Figure 1. Track usage over the die.
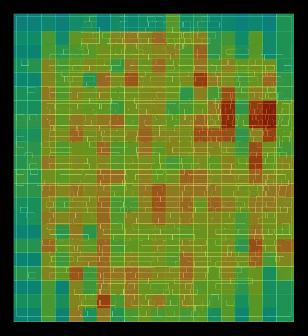
Figure 2. Clock wires, drivers and flops.
Drawn at 4 px/um.
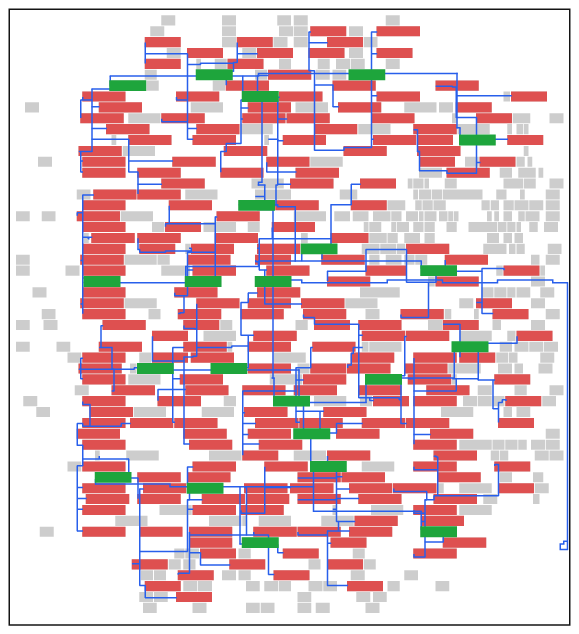
Figure 3. Met4 routing.
Drawn at 2 px/um.
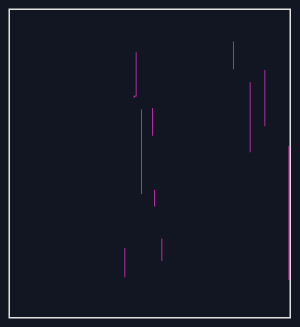
**config.mk**
```make
export PLATFORM = sky130hd
export DESIGN_NAME = rf_port_scheduler_flat
export DESIGN_NICKNAME = d
export VERILOG_FILES = /design/src/rtl/rf_port_scheduler_pkg.sv /design/src/rtl/rf_port_scheduler_if.sv /design/src/rtl/rf_port_scheduler_commit_fifo.sv /design/src/rtl/rf_port_scheduler.sv /design/src/flat_wrapper.sv
export SDC_FILE = /design/constraint.sdc
export NUM_CORES = 1
export LEC_CHECK = 0
export CORE_ASPECT_RATIO = 1.1
export CORE_MARGIN = 1
export CORE_UTILIZATION = 40
export CTS_CLUSTER_DIAMETER = 50
export DETAILED_ROUTE_END_ITERATION = 10
export SLEW_MARGIN = 20
export SYNTH_ARGS = -nofsm -noshare
export SYNTH_HDL_FRONTEND = slang
export SYNTH_HIERARCHICAL = 1
export SYNTH_SLANG_ARGS = --single-unit
```
**constraint.sdc**
```tcl
create_clock -name clk -period 4.5 [get_ports clk]
set_input_delay 0.9 -clock clk [delete_from_list [all_inputs] [get_ports clk]]
set_output_delay 0.9 -clock clk [all_outputs]
set_load 0.02 [all_outputs]
```
**src/rtl/rf_port_scheduler_pkg.sv**
```systemverilog
// Shared constants for the register-file update-port scheduler:
// data/index widths, write-kind encodings and scheduler state encoding.
package rf_port_scheduler_pkg;

  localparam int ROB_ID_W_DEF = 4;
  localparam int DATA_W       = 32;
  localparam int REG_W        = 5;

  localparam logic WR_KIND_COMMIT = 1'b0;
  localparam logic WR_KIND_RENAME = 1'b1;

  typedef logic [1:0] sched_state_t;

  localparam sched_state_t ST_RUN   = 2'd0;
  localparam sched_state_t ST_DRAIN = 2'd1;
  localparam sched_state_t ST_CLEAR = 2'd2;

endpackage

```
**src/rtl/rf_port_scheduler_if.sv**
```systemverilog
// Bundle of the rename, commit and register-file update signals around the
// scheduler. The scheduler connects through the slave modport.
interface rf_port_scheduler_if
  import rf_port_scheduler_pkg::*;
#(
  parameter int ROB_ID_W = ROB_ID_W_DEF
);
  logic                ID_valid;
  logic [REG_W-1:0]    ID_rd;
  logic [ROB_ID_W-1:0] ID_rob_id;
  logic                ID_ready;

  logic                ROB_valid;
  logic [REG_W-1:0]    ROB_rd;
  logic [DATA_W-1:0]   ROB_value;
  logic [ROB_ID_W-1:0] ROB_rob_id;
  logic                ROB_ready;
  logic                ROB_roll_back;

  logic                RF_wr_valid;
  logic                RF_wr_kind;
  logic [REG_W-1:0]    RF_wr_rd;
  logic [DATA_W-1:0]   RF_wr_value;
  logic [ROB_ID_W-1:0] RF_wr_rob_id;
  logic                RF_clear_all;
  logic                busy;

  modport master (
    output ID_valid, ID_rd, ID_rob_id,
    output ROB_valid, ROB_rd, ROB_value, ROB_rob_id, ROB_roll_back,
    input  ID_ready, ROB_ready,
    input  RF_wr_valid, RF_wr_kind, RF_wr_rd, RF_wr_value, RF_wr_rob_id,
    input  RF_clear_all, busy
  );

  modport slave (
    input  ID_valid, ID_rd, ID_rob_id,
    input  ROB_valid, ROB_rd, ROB_value, ROB_rob_id, ROB_roll_back,
    output ID_ready, ROB_ready,
    output RF_wr_valid, RF_wr_kind, RF_wr_rd, RF_wr_value, RF_wr_rob_id,
    output RF_clear_all, busy
  );

endinterface

```
**src/rtl/rf_port_scheduler_commit_fifo.sv**
```systemverilog
// rf_commit_fifo: synchronous FIFO holding committed writes until the update
// port is granted to them. Pointers carry one extra wrap bit so full and
// empty are told apart by the MSB alone.
module rf_commit_fifo #(
  parameter int DEPTH = 4,
  parameter int WIDTH = 8
) (
  input  logic             clk,
  input  logic             rst_n,
  input  logic             push,
  input  logic [WIDTH-1:0] din,
  input  logic             pop,
  output logic [WIDTH-1:0] dout,
  output logic             full,
  output logic             empty
);
  localparam int AW = $clog2(DEPTH);
  localparam logic [AW:0] PTR_ONE = {{AW{1'b0}}, 1'b1};

  logic [AW:0]      wptr;
  logic [AW:0]      rptr;
  logic [WIDTH-1:0] mem [DEPTH];
  logic             do_push;
  logic             do_pop;

  assign empty   = (wptr == rptr);
  assign full    = (wptr[AW] != rptr[AW]) && (wptr[AW-1:0] == rptr[AW-1:0]);
  assign dout    = mem[rptr[AW-1:0]];
  assign do_pop  = pop && !empty;
  // a push into a full FIFO is legal only when the head leaves the same cycle
  assign do_push = push && (!full || do_pop);

  // pointer advance on accepted push/pop
  always_ff @(posedge clk or negedge rst_n) begin
    if (!rst_n) begin
      wptr <= '0;
      rptr <= '0;
    end else begin
      if (do_push) wptr <= wptr + PTR_ONE;
      if (do_pop)  rptr <= rptr + PTR_ONE;
    end
  end

  // storage write; contents need no reset since empty masks them
  always_ff @(posedge clk) begin
    if (do_push) mem[wptr[AW-1:0]] <= din;
  end

endmodule

```
**src/rtl/rf_port_scheduler.sv**
```systemverilog
// rf_port_scheduler: owns the single register-file update port. Each cycle
// it grants either a decoder rename claim or a buffered ROB commit, with
// commits forced after STARVE_LIMIT consecutive renames. A rollback drains
// the commit FIFO and then clears all busy tags.
// Optional statistics counters are built when RF_SCHED_STATS_EN is defined.
//
//   state | meaning
//   RUN   | normal arbitration between renames and commits
//   DRAIN | rollback seen; pop remaining commits, no new requests
//   CLEAR | one-cycle clear-all of busy tags, then back to RUN
module rf_port_scheduler
  import rf_port_scheduler_pkg::*;
#(
  parameter int COMMIT_DEPTH = 4,
  parameter int ROB_ID_W     = ROB_ID_W_DEF,
  parameter int STARVE_LIMIT = 3
) (
  input  logic clk,
  input  logic rst,
  input  logic rdy,
`ifdef RF_SCHED_STATS_EN
  output logic [31:0] cnt_rename,
  output logic [31:0] cnt_commit,
  output logic [31:0] cnt_stall,
`endif
  rf_port_scheduler_if.slave sch
);
  localparam int ENTRY_W  = REG_W + DATA_W + ROB_ID_W;
  localparam int STARVE_W = ($clog2(STARVE_LIMIT + 1) < 1) ? 1 : $clog2(STARVE_LIMIT + 1);
  localparam logic [STARVE_W-1:0] STARVE_MAX = STARVE_W'(STARVE_LIMIT);
  localparam logic [STARVE_W-1:0] STARVE_ONE = STARVE_W'(1);

  sched_state_t        state;
  sched_state_t        state_nxt;
  logic [STARVE_W-1:0] starve;
  logic                full;
  logic                empty;
  logic [ENTRY_W-1:0]  head;
  logic                run;
  logic                force_commit;
  logic                grant_rename;
  logic                pop;
  logic                push;

  logic                wr_valid_q;
  logic                wr_kind_q;
  logic [REG_W-1:0]    wr_rd_q;
  logic [DATA_W-1:0]   wr_value_q;
  logic [ROB_ID_W-1:0] wr_rob_id_q;

  assign run          = (state == ST_RUN);
  assign force_commit = full || (!empty && (starve == STARVE_MAX));

  // rename readiness never looks at ID_valid, so the decoder sees a stable ready
  assign sch.ID_ready = rst && rdy && run && !sch.ROB_roll_back && !force_commit;
  assign grant_rename = sch.ID_valid && sch.ID_ready;
  assign sch.ROB_ready = rdy && run && (!full || pop);
  assign push         = sch.ROB_valid && sch.ROB_ready;

  // commit pop: forced, or whenever no rename takes the port; every cycle in DRAIN
  always_comb begin
    pop = 1'b0;
    if (rdy && !empty) begin
      if (state == ST_RUN)        pop = force_commit || !grant_rename;
      else if (state == ST_DRAIN) pop = 1'b1;
    end
  end

  // next-state: rollback is only honoured in RUN
  always_comb begin
    state_nxt = state;
    case (state)
      ST_RUN:   if (sch.ROB_roll_back) state_nxt = ST_DRAIN;
      ST_DRAIN: if (empty) state_nxt = ST_CLEAR;
      ST_CLEAR: state_nxt = ST_RUN;
      default:  state_nxt = ST_RUN;
    endcase
  end

  rf_commit_fifo #(
    .DEPTH (COMMIT_DEPTH),
    .WIDTH (ENTRY_W)
  ) u_commit_fifo (
    .clk   (clk),
    .rst_n (rst),
    .push  (push),
    .din   ({sch.ROB_rd, sch.ROB_value, sch.ROB_rob_id}),
    .pop   (pop),
    .dout  (head),
    .full  (full),
    .empty (empty)
  );

  // state, starve counter and registered update-port payload; rdy=0 freezes all
  always_ff @(posedge clk or negedge rst) begin
    if (!rst) begin
      state       <= ST_RUN;
      starve      <= '0;
      wr_valid_q  <= 1'b0;
      wr_kind_q   <= WR_KIND_COMMIT;
      wr_rd_q     <= '0;
      wr_value_q  <= '0;
      wr_rob_id_q <= '0;
    end else if (rdy) begin
      state <= state_nxt;
      if (pop || !run)   starve <= '0;
      else if (grant_rename) starve <= empty ? '0 : starve + STARVE_ONE;
      wr_valid_q <= pop || grant_rename;
      if (pop) begin
        wr_kind_q <= WR_KIND_COMMIT;
        {wr_rd_q, wr_value_q, wr_rob_id_q} <= head;
      end else if (grant_rename) begin
        wr_kind_q   <= WR_KIND_RENAME;
        wr_rd_q     <= sch.ID_rd;
        wr_value_q  <= '0;
        wr_rob_id_q <= sch.ID_rob_id;
      end
    end
  end

  // a held write stays hidden while frozen and shows once when rdy returns
  assign sch.RF_wr_valid  = wr_valid_q && rdy;
  assign sch.RF_wr_kind   = wr_kind_q;
  assign sch.RF_wr_rd     = wr_rd_q;
  assign sch.RF_wr_value  = wr_value_q;
  assign sch.RF_wr_rob_id = wr_rob_id_q;
  assign sch.RF_clear_all = (state == ST_CLEAR) && rdy;
  assign sch.busy         = !run;

`ifdef RF_SCHED_STATS_EN
  // saturating event counters, cleared by reset only
  always_ff @(posedge clk or negedge rst) begin
    if (!rst) begin
      cnt_rename <= '0;
      cnt_commit <= '0;
      cnt_stall  <= '0;
    end else if (rdy) begin
      if (grant_rename && (cnt_rename != '1)) cnt_rename <= cnt_rename + 32'd1;
      if (pop && (cnt_commit != '1))          cnt_commit <= cnt_commit + 32'd1;
      if (sch.ID_valid && !sch.ID_ready && (cnt_stall != '1))
        cnt_stall <= cnt_stall + 32'd1;
    end
  end
`endif

endmodule

```
**src/flat_wrapper.sv**
```systemverilog
// flat-port wrapper written by rule: the top's interface ports become plain ports
module rf_port_scheduler_flat import rf_port_scheduler_pkg::*;
#(
  parameter int COMMIT_DEPTH = 4,
  parameter int ROB_ID_W     = ROB_ID_W_DEF,
  parameter int STARVE_LIMIT = 3
)
  (clk, rst, rdy, sch_ID_valid, sch_ID_rd, sch_ID_rob_id, sch_ROB_valid, sch_ROB_rd, sch_ROB_value, sch_ROB_rob_id, sch_ROB_roll_back, sch_ID_ready, sch_ROB_ready, sch_RF_wr_valid, sch_RF_wr_kind, sch_RF_wr_rd, sch_RF_wr_value, sch_RF_wr_rob_id, sch_RF_clear_all, sch_busy);
  rf_port_scheduler_if #(.ROB_ID_W(ROB_ID_W)) sch_i ();
  input  logic clk;
  input  logic rst;
  input  logic rdy;
  input wire logic [$bits(sch_i.ID_valid)-1:0] sch_ID_valid;
  input wire logic [$bits(sch_i.ID_rd)-1:0] sch_ID_rd;
  input wire logic [$bits(sch_i.ID_rob_id)-1:0] sch_ID_rob_id;
  input wire logic [$bits(sch_i.ROB_valid)-1:0] sch_ROB_valid;
  input wire logic [$bits(sch_i.ROB_rd)-1:0] sch_ROB_rd;
  input wire logic [$bits(sch_i.ROB_value)-1:0] sch_ROB_value;
  input wire logic [$bits(sch_i.ROB_rob_id)-1:0] sch_ROB_rob_id;
  input wire logic [$bits(sch_i.ROB_roll_back)-1:0] sch_ROB_roll_back;
  output wire logic [$bits(sch_i.ID_ready)-1:0] sch_ID_ready;
  output wire logic [$bits(sch_i.ROB_ready)-1:0] sch_ROB_ready;
  output wire logic [$bits(sch_i.RF_wr_valid)-1:0] sch_RF_wr_valid;
  output wire logic [$bits(sch_i.RF_wr_kind)-1:0] sch_RF_wr_kind;
  output wire logic [$bits(sch_i.RF_wr_rd)-1:0] sch_RF_wr_rd;
  output wire logic [$bits(sch_i.RF_wr_value)-1:0] sch_RF_wr_value;
  output wire logic [$bits(sch_i.RF_wr_rob_id)-1:0] sch_RF_wr_rob_id;
  output wire logic [$bits(sch_i.RF_clear_all)-1:0] sch_RF_clear_all;
  output wire logic [$bits(sch_i.busy)-1:0] sch_busy;
  assign sch_i.ID_valid = sch_ID_valid;
  assign sch_i.ID_rd = sch_ID_rd;
  assign sch_i.ID_rob_id = sch_ID_rob_id;
  assign sch_i.ROB_valid = sch_ROB_valid;
  assign sch_i.ROB_rd = sch_ROB_rd;
  assign sch_i.ROB_value = sch_ROB_value;
  assign sch_i.ROB_rob_id = sch_ROB_rob_id;
  assign sch_i.ROB_roll_back = sch_ROB_roll_back;
  assign sch_ID_ready = sch_i.ID_ready;
  assign sch_ROB_ready = sch_i.ROB_ready;
  assign sch_RF_wr_valid = sch_i.RF_wr_valid;
  assign sch_RF_wr_kind = sch_i.RF_wr_kind;
  assign sch_RF_wr_rd = sch_i.RF_wr_rd;
  assign sch_RF_wr_value = sch_i.RF_wr_value;
  assign sch_RF_wr_rob_id = sch_i.RF_wr_rob_id;
  assign sch_RF_clear_all = sch_i.RF_clear_all;
  assign sch_busy = sch_i.busy;
  rf_port_scheduler #(.COMMIT_DEPTH(COMMIT_DEPTH), .ROB_ID_W(ROB_ID_W), .STARVE_LIMIT(STARVE_LIMIT)) u_core (.clk(clk), .rst(rst), .rdy(rdy), .sch(sch_i));
endmodule
```
==> results_dict.tcl <==
# yosys + openroad results
set metrics [dict create \
    area_dominant_class "sequential cells" \
    grt_use_met1_pct 21.0 \
    simple_gate_share_pct 2.53 \
    die_h_um 154 \
    ff_latch_area_sq_um 6260 \
    slowest_stage "clkdlybuf4s50_1" \
    synth_async_sr_flop_share_pct 24.4 \
    endpoint "sch_ID_ready" \
    seq-power_uw 2660 \
    crit_path_max_incr_delay_ns 0.63 \
    seq_area_share_pct 60.9 \
    min_to "u_core/sch.RF_wr_value[1]$_DFFE_PN0P_" \
    synth_top_area_share_pct 59.0 \
    syn_area_per_cell_sq_um 20.4 \
    finalPower_uw 6500 \
    max_slew_margin_pct 41.5 \
    hpwl_um 9650 \
    num_tap_cells 256 \
    core.rowCount 55 \
    ys_cells 410 \
    fin_tns_setup_ns 0 \
    clkCellAreaFrac_pct 6.32 \
    drive_above_1_share_pct 18.0 \
    overflow 0 \
    endpoint_kind "output pin" \
    cts_tree "yes" \
    path_buffers 1 \
    grt_pass1_wl_um 25600 \
    stdcell_area_sq_um 10300 \
    whs_ns 0.500 \
    lay_top_count "edfxtp_1" \
    clk_pin_slew_ns 0.06 \
    buf_share_pct 10.9 \
    status "finished, final reports clean" \
    nets 580 \
    die_width_um 140 \
    min_period_ns 4.03 \
    top_area_cell "edfxtp_1" \
    ff_count 217 \
    final_max_slew_viol_count 0 \
    path_cells "xor2_1, or2_2, nor2_1, nand2b_4, nand2_1, nor3_1, clkdlybuf4s50_1" \
    area_growth_pct 23.0 \
    postCtsHoldBufs 0 \
    setup_viol 0 \
    syn_area_sq_um 8350 \
    fillers 1645 \
    layout_top_cells "edfxtp_1 (164), clkdlybuf4s50_1 (101), dfrtp_1 (51)" \
    grt.total_usage_pct 15.7 \
    numPortBuffers 102 \
    ant_nets 0 \
    r2r_cells 10 \
    p_comb_share_pct 34.0 \
    fmax_mhz 248 \
    cap_violations 0 \
    synth_cell_type_count 48 \
    die_area_sq_um 21500 \
    antenna_found_initial 0 \
    ys_warn_count 6 \
    wire_per_inst_um 20.5 \
    ys_seq_share_pct 74.8 \
    globalplace.congestion 0.826 \
    post_cts_buffers 0 \
    edf_count 164 \
    tightest_slew_ns 0.877 \
    path_depth 7 \
    min-delay-start "u_core/sch.RF_wr_value[1]$_DFFE_PN0P_" \
    syn_inst 410 \
    fin_cells 790 \
    swShare_pct 30.8 \
    top_cells_by_count "edfxtp_1 (164), dfrtp_1 (53), mux4_2 (41), a22o_1 (28), o22ai_1 (10)" \
    worstPathMaxFanout 11 \
    crit_arrival_ns 3.13 \
    synthAoiAreaFrac_pct 7.06 \
    core_sq_um 20500 \
    ys_sh_adder_pct 0.899 \
]
-- Figure 1 (at the start) --
M3 GR Usage: 3.30%
GRT Max-Usage Layer: met2
grt met2 use: 26.3%
fin util: 50.1%

-- Figure 2 (at the start) --
Red marks flip-flops, count 217. Green marks cells driving clock nets, count 22. Blue marks clock wires, length 2340 um.
Position of the flops: widely spread. There are 23 routed clock nets.
power share of the clock group: 25.1%
Setup Skew: 0.00720 ns
Latency at later pin: 0.49 ns
Clock net power: 1630 uW

-- Figure 3 (at the start) --
The layer holds 1.6% of the routed length. The wires run mostly vertical. The layer carries 255 um of wire. 6 nets have wire on it.
vias: 4232
DRT Wirelength: 16200 um

Power figures rest on the tool's default switching activity, not on a simulated workload.
